===== src/rtl/alien_sprite_drawer.sv =====
// alien_sprite_drawer
//   Turns changes in the alien's (x, y) position into a stream of VGA-adapter
//   pixel writes. The sprite is first erased at the previously drawn position
//   with BG_COLOUR, then drawn at the new position with ALIEN_COLOUR. One
//   pixel is written per clock, in raster order (x fastest, then y).
//
//   Optional feature (macro SPRITE_ROM_EN):
//     defined   - DRAW consults an internal 8x8 1-bit bitmap at (cy, cx); a 0
//                 bit is transparent (plot stays low that cycle). ERASE still
//                 clears the whole rectangle and cycle counts do not change.
//     undefined - the sprite is a solid SPRITE_W x SPRITE_H rectangle.
//
// Ports:
//   clk     in   1  system clock
//   resetn  in   1  asynchronous active-low reset
//   pos_x   in   8  current alien x (top-left of sprite)
//   pos_y   in   7  current alien y (top-left of sprite)
//   busy    out  1  high while in ERASE, DRAW or DONE
//   done    out  1  one-cycle pulse when a redraw completes
//   plot    out  1  pixel write enable to the VGA adapter
//   vga_x   out  8  pixel x
//   vga_y   out  7  pixel y
//   colour  out  3  pixel colour
//
// Handshake: there is no back-pressure. The mover presents pos_x/pos_y
// continuously; a new position is sampled only while idle, and every cycle
// with plot=1 is a pixel write the adapter must accept. vga_x/vga_y/colour
// are meaningful only when plot=1.
//
// All outputs are registered from the *next* state and counters, so busy,
// done and each pixel line up exactly with the FSM state that produces them.

module alien_sprite_drawer #(
  parameter int          SPRITE_W     = 4,
  parameter int          SPRITE_H     = 4,
  parameter logic [2:0]  ALIEN_COLOUR = 3'b010,
  parameter logic [2:0]  BG_COLOUR    = 3'b000,
  parameter int          SCREEN_W     = 160,
  parameter int          SCREEN_H     = 120
) (
  input  logic       clk,
  input  logic       resetn,
  input  logic [7:0] pos_x,
  input  logic [6:0] pos_y,
  output logic       busy,
  output logic       done,
  output logic       plot,
  output logic [7:0] vga_x,
  output logic [6:0] vga_y,
  output logic [2:0] colour
);

  typedef enum logic [1:0] {
    IDLE  = 2'd0,
    ERASE = 2'd1,
    DRAW  = 2'd2,
    DONE  = 2'd3
  } state_t;

  localparam logic [2:0] CX_LAST = 3'(SPRITE_W - 1);
  localparam logic [2:0] CY_LAST = 3'(SPRITE_H - 1);

`ifdef SPRITE_ROM_EN
  // Row-indexed bitmap; bit [cx] of row [cy] is the pixel at (cx, cy).
  localparam logic [7:0] SPRITE_ROM [0:7] = '{
    8'b00011000,
    8'b00111100,
    8'b01111110,
    8'b11011011,
    8'b11111111,
    8'b00100100,
    8'b01011010,
    8'b10100101
  };
`endif

  state_t     state, state_nx;
  logic [2:0] cx, cx_nx;
  logic [2:0] cy, cy_nx;
  logic [7:0] new_x, new_x_nx;
  logic [6:0] new_y, new_y_nx;
  logic [7:0] old_x;
  logic [6:0] old_y;
  logic       valid;

  logic       start;
  logic [7:0] base_x;
  logic [6:0] base_y;
  logic [8:0] sum_x;
  logic [8:0] sum_y;
  logic       on_screen;
  logic       rom_bit;
  logic       plot_nx;

  // A redraw is needed on the very first pass, or whenever the mover has
  // reported a position different from the one currently on screen.
  assign start = !valid || (pos_x != old_x) || (pos_y != old_y);

  // Next-state and counter logic.
  always_comb begin
    state_nx = state;
    cx_nx    = cx;
    cy_nx    = cy;
    new_x_nx = new_x;
    new_y_nx = new_y;
    case (state)
      IDLE: begin
        if (start) begin
          new_x_nx = pos_x;
          new_y_nx = pos_y;
          cx_nx    = 3'd0;
          cy_nx    = 3'd0;
          state_nx = valid ? ERASE : DRAW;
        end
      end
      ERASE, DRAW: begin
        if (cx == CX_LAST) begin
          cx_nx = 3'd0;
          if (cy == CY_LAST) begin
            cy_nx    = 3'd0;
            state_nx = (state == ERASE) ? DRAW : DONE;
          end else begin
            cy_nx = cy + 3'd1;
          end
        end else begin
          cx_nx = cx + 3'd1;
        end
      end
      DONE:    state_nx = IDLE;
      default: state_nx = IDLE;
    endcase
  end

  // Pixel address for the cycle being registered. Sums are 9 bits so that
  // positions near the right/bottom edge are clipped rather than wrapped.
  always_comb begin
    base_x    = (state_nx == ERASE) ? old_x : new_x_nx;
    base_y    = (state_nx == ERASE) ? old_y : new_y_nx;
    sum_x     = {1'b0, base_x} + {6'b0, cx_nx};
    sum_y     = {2'b0, base_y} + {6'b0, cy_nx};
    on_screen = (sum_x < 9'(SCREEN_W)) && (sum_y < 9'(SCREEN_H));
`ifdef SPRITE_ROM_EN
    rom_bit   = SPRITE_ROM[cy_nx][cx_nx];
`else
    rom_bit   = 1'b1;
`endif
    plot_nx   = on_screen &&
                ((state_nx == ERASE) || ((state_nx == DRAW) && rom_bit));
  end

  always_ff @(posedge clk or negedge resetn) begin
    if (!resetn) begin
      state  <= IDLE;
      cx     <= 3'd0;
      cy     <= 3'd0;
      new_x  <= 8'd0;
      new_y  <= 7'd0;
      old_x  <= 8'd0;
      old_y  <= 7'd0;
      valid  <= 1'b0;
      busy   <= 1'b0;
      done   <= 1'b0;
      plot   <= 1'b0;
      vga_x  <= 8'd0;
      vga_y  <= 7'd0;
      colour <= BG_COLOUR;
    end else begin
      state <= state_nx;
      cx    <= cx_nx;
      cy    <= cy_nx;
      new_x <= new_x_nx;
      new_y <= new_y_nx;
      // Commit the drawn position when leaving DONE so IDLE compares against
      // what is actually on screen.
      if (state == DONE) begin
        old_x <= new_x;
        old_y <= new_y;
        valid <= 1'b1;
      end
      busy <= (state_nx != IDLE);
      done <= (state_nx == DONE);
      plot <= plot_nx;
      if ((state_nx == ERASE) || (state_nx == DRAW)) begin
        vga_x  <= sum_x[7:0];
        vga_y  <= sum_y[6:0];
        colour <= (state_nx == ERASE) ? BG_COLOUR : ALIEN_COLOUR;
      end
    end
  end

endmodule


===== config.mk =====
export PLATFORM = sky130hd
export DESIGN_NAME = alien_sprite_drawer
export DESIGN_NICKNAME = d
export VERILOG_FILES = /design/src/rtl/alien_sprite_drawer.sv
export SDC_FILE = /design/constraint.sdc
export NUM_CORES = 1
export LEC_CHECK = 0
export CAP_MARGIN = 20
export CORE_AREA = 2 2 76 78
export DETAILED_ROUTE_END_ITERATION = 6
export DIE_AREA = 0 0 78 80
export PLACE_DENSITY = 0.84
export SYNTH_ARGS = -nofsm -noshare
export SYNTH_HDL_FRONTEND = slang
export SYNTH_SLANG_ARGS = --single-unit

===== constraint.sdc =====
create_clock -name clk -period 14.1 [get_ports clk]
set_input_delay 2.82 -clock clk [delete_from_list [all_inputs] [get_ports clk]]
set_output_delay 2.82 -clock clk [all_outputs]
set_load 0.02 [all_outputs]

Figure 1. Floorplan with the power grid.
Bar = 20 um. Pins as bars on the die edge.
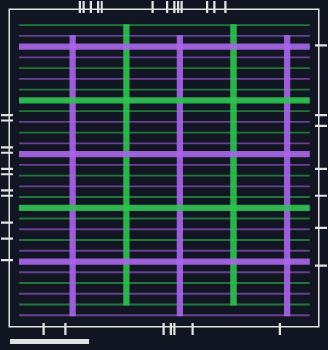
legend:
  VSS:
    colour: purple
  VDD:
    colour: green
met1 rails: 28
met5 straps: 5
rows: 27
met4 straps: 5
signal pins: 38
die width: 78 um
Peak VDD IR: 0.000128 V
die height: 80 um
core box area: 5410 um2

Figure 2. Placed cells, one colour a class.
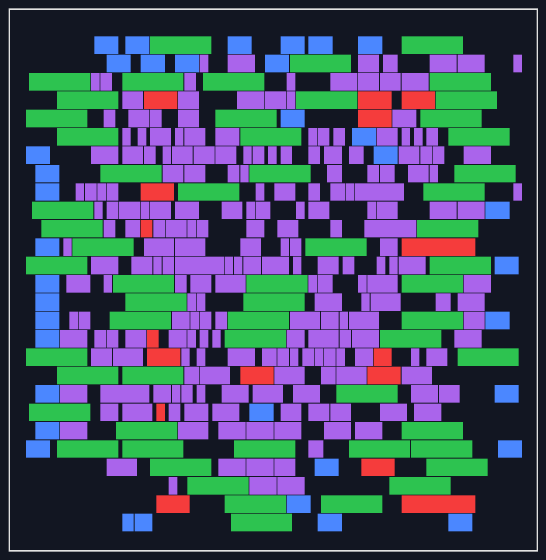
legend:
  clock drivers and dummy loads:
    colour: red
    cells: 16
  remaining buffers and delay cells:
    colour: blue
    cells: 36
  sequential cells:
    colour: green
    cells: 58
  combinational and other logic:
    colour: purple
    cells: 221

==> Changelog: implementation <==
### Metrics

* Setup crit end: plot
* DR vias/cell at 5.69
* Critical path required time at 14,310 ps
* Number of placed instances, taps included at 387
* Worst setup SP type: input port
* CP peak stage delay at 770 ps
* Biggest area cells: dfrtp_1 46%, mux2_2 13%, ha_1 6.3%, xnor2_1 6.1%, o21ai_0 2.8%
* Relative slew slack at 0.447
* CP Capture Type: flip-flop
* P&R area growth vs syn at 19.0%
* Tightest Pin Transition at 829 ps
* Hpwl dp at 4940 um
* Reg2reg end: plot
* Post-synth top area share at 0.456
* Cell repeated most along the worst path: inv_1
* Root Driver: clkbuf_8
* Internal Dissipation at 542 uW
* Final Cycle Share at 0.573
* RSZ-0062 raised after global routing: no
* Pre-Repair DR Iteration Count at 5
* Postcts setup bufs at 0
* Avg Inst Size Synth at 11.0 um2
* Post-synth top flop: dfrtp_1
* Drt drc at 0
* Top non-seq family: multiplexers
* DR top layer: met4
* Ys async rst share at 1.00
* Tool warnings at 32
* Antenna violations before repair at 0
* Commonest cells in the netlist: 58 x dfrtp_1, 37 x mux2_2, 22 x xnor2_1, 19 x nand2_1
* Port Buffers at 35
* Flop-to-flop setup slack at 8510 ps
* Logic gate share of total power at 0.503
* Crit path from: pos_y[6]
* Net count, final at 361
* Leak at 0.00169 uW
* Area share of fa/ha/maj cells after synthesis at 0.0754
* Fraction of layout cells with a size suffix above 1 at 0.181
* Status: complete, no violations
* Final Instance Area at 3790 um2
* GRT overflow at 0
* Total global-route track usage at 0.244
* Vias at 2,295
* Synth Area in Compound Gates at 0.116
## worst max-delay path: cells and delay by family
kind	cells	cell delay [ps]
adders and majority gates	2	800
muxes	2	700
and+or+nand+nor	5	1750
buffers and inverters	4	1100
AOI/OAI and AO/OA	4	860
xor gates and xnor gates	1	270
## flip-flops by register name, indices dropped and copies added (netlist names), 2 cells and up
name / flops
new_x: 8
state: 2
vga_y: 7
new_y: 7
vga_x: 8
old_x: 8
old_y: 7
cy: 3
cx: 3
## how the worst min path moves through the flow
stage,startpoint,end,slack (ps),depth (start not counted)
finish,new_x[3],old_x[3],480,2
global route,new_x[3],old_x[3],510,2
CTS,new_x[3],old_x[3],480,2
detailed placement,new_x[3],old_x[3],460,2
global placement,new_x[3],old_x[3],460,2
floorplan,new_x[3],old_x[3],440,2
## kinds of logic after synthesis
family	count (synthesis)
buffers and inverters	30
multiplexers	41
AND/OR/NAND/NOR	59
XOR/XNOR	26
flip-flops	58
other	1
AND-OR/OR-AND	57
adder cells (fa/ha/maj)	18
## layout make-up
cell class	instances	area [um2]
clock buffers	11	141
fillers	414	1620
flip-flops and latches	58	1450
clock inverters	5	77.6
well taps	72	90.1
multi-input cells	203	1610
repair buffers	36	353
inverters	18	67.6
## power by group through the flow
stage,combinational [uW],sequential [uW],clock (uW)
global placement,433,274,0
global route,494,283,180
floorplan,286,297,0
CTS,447,275,173
detailed placement,442,277,0
finish,449,275,170
## through the flow
step	hold slack, ps	total power [uW]
after floorplan	444	583
after global placement	462	707
after detailed placement	463	719
after CTS	478	894
after global routing	506	957
final	484	894
Power and IR drop assume default switching activity.
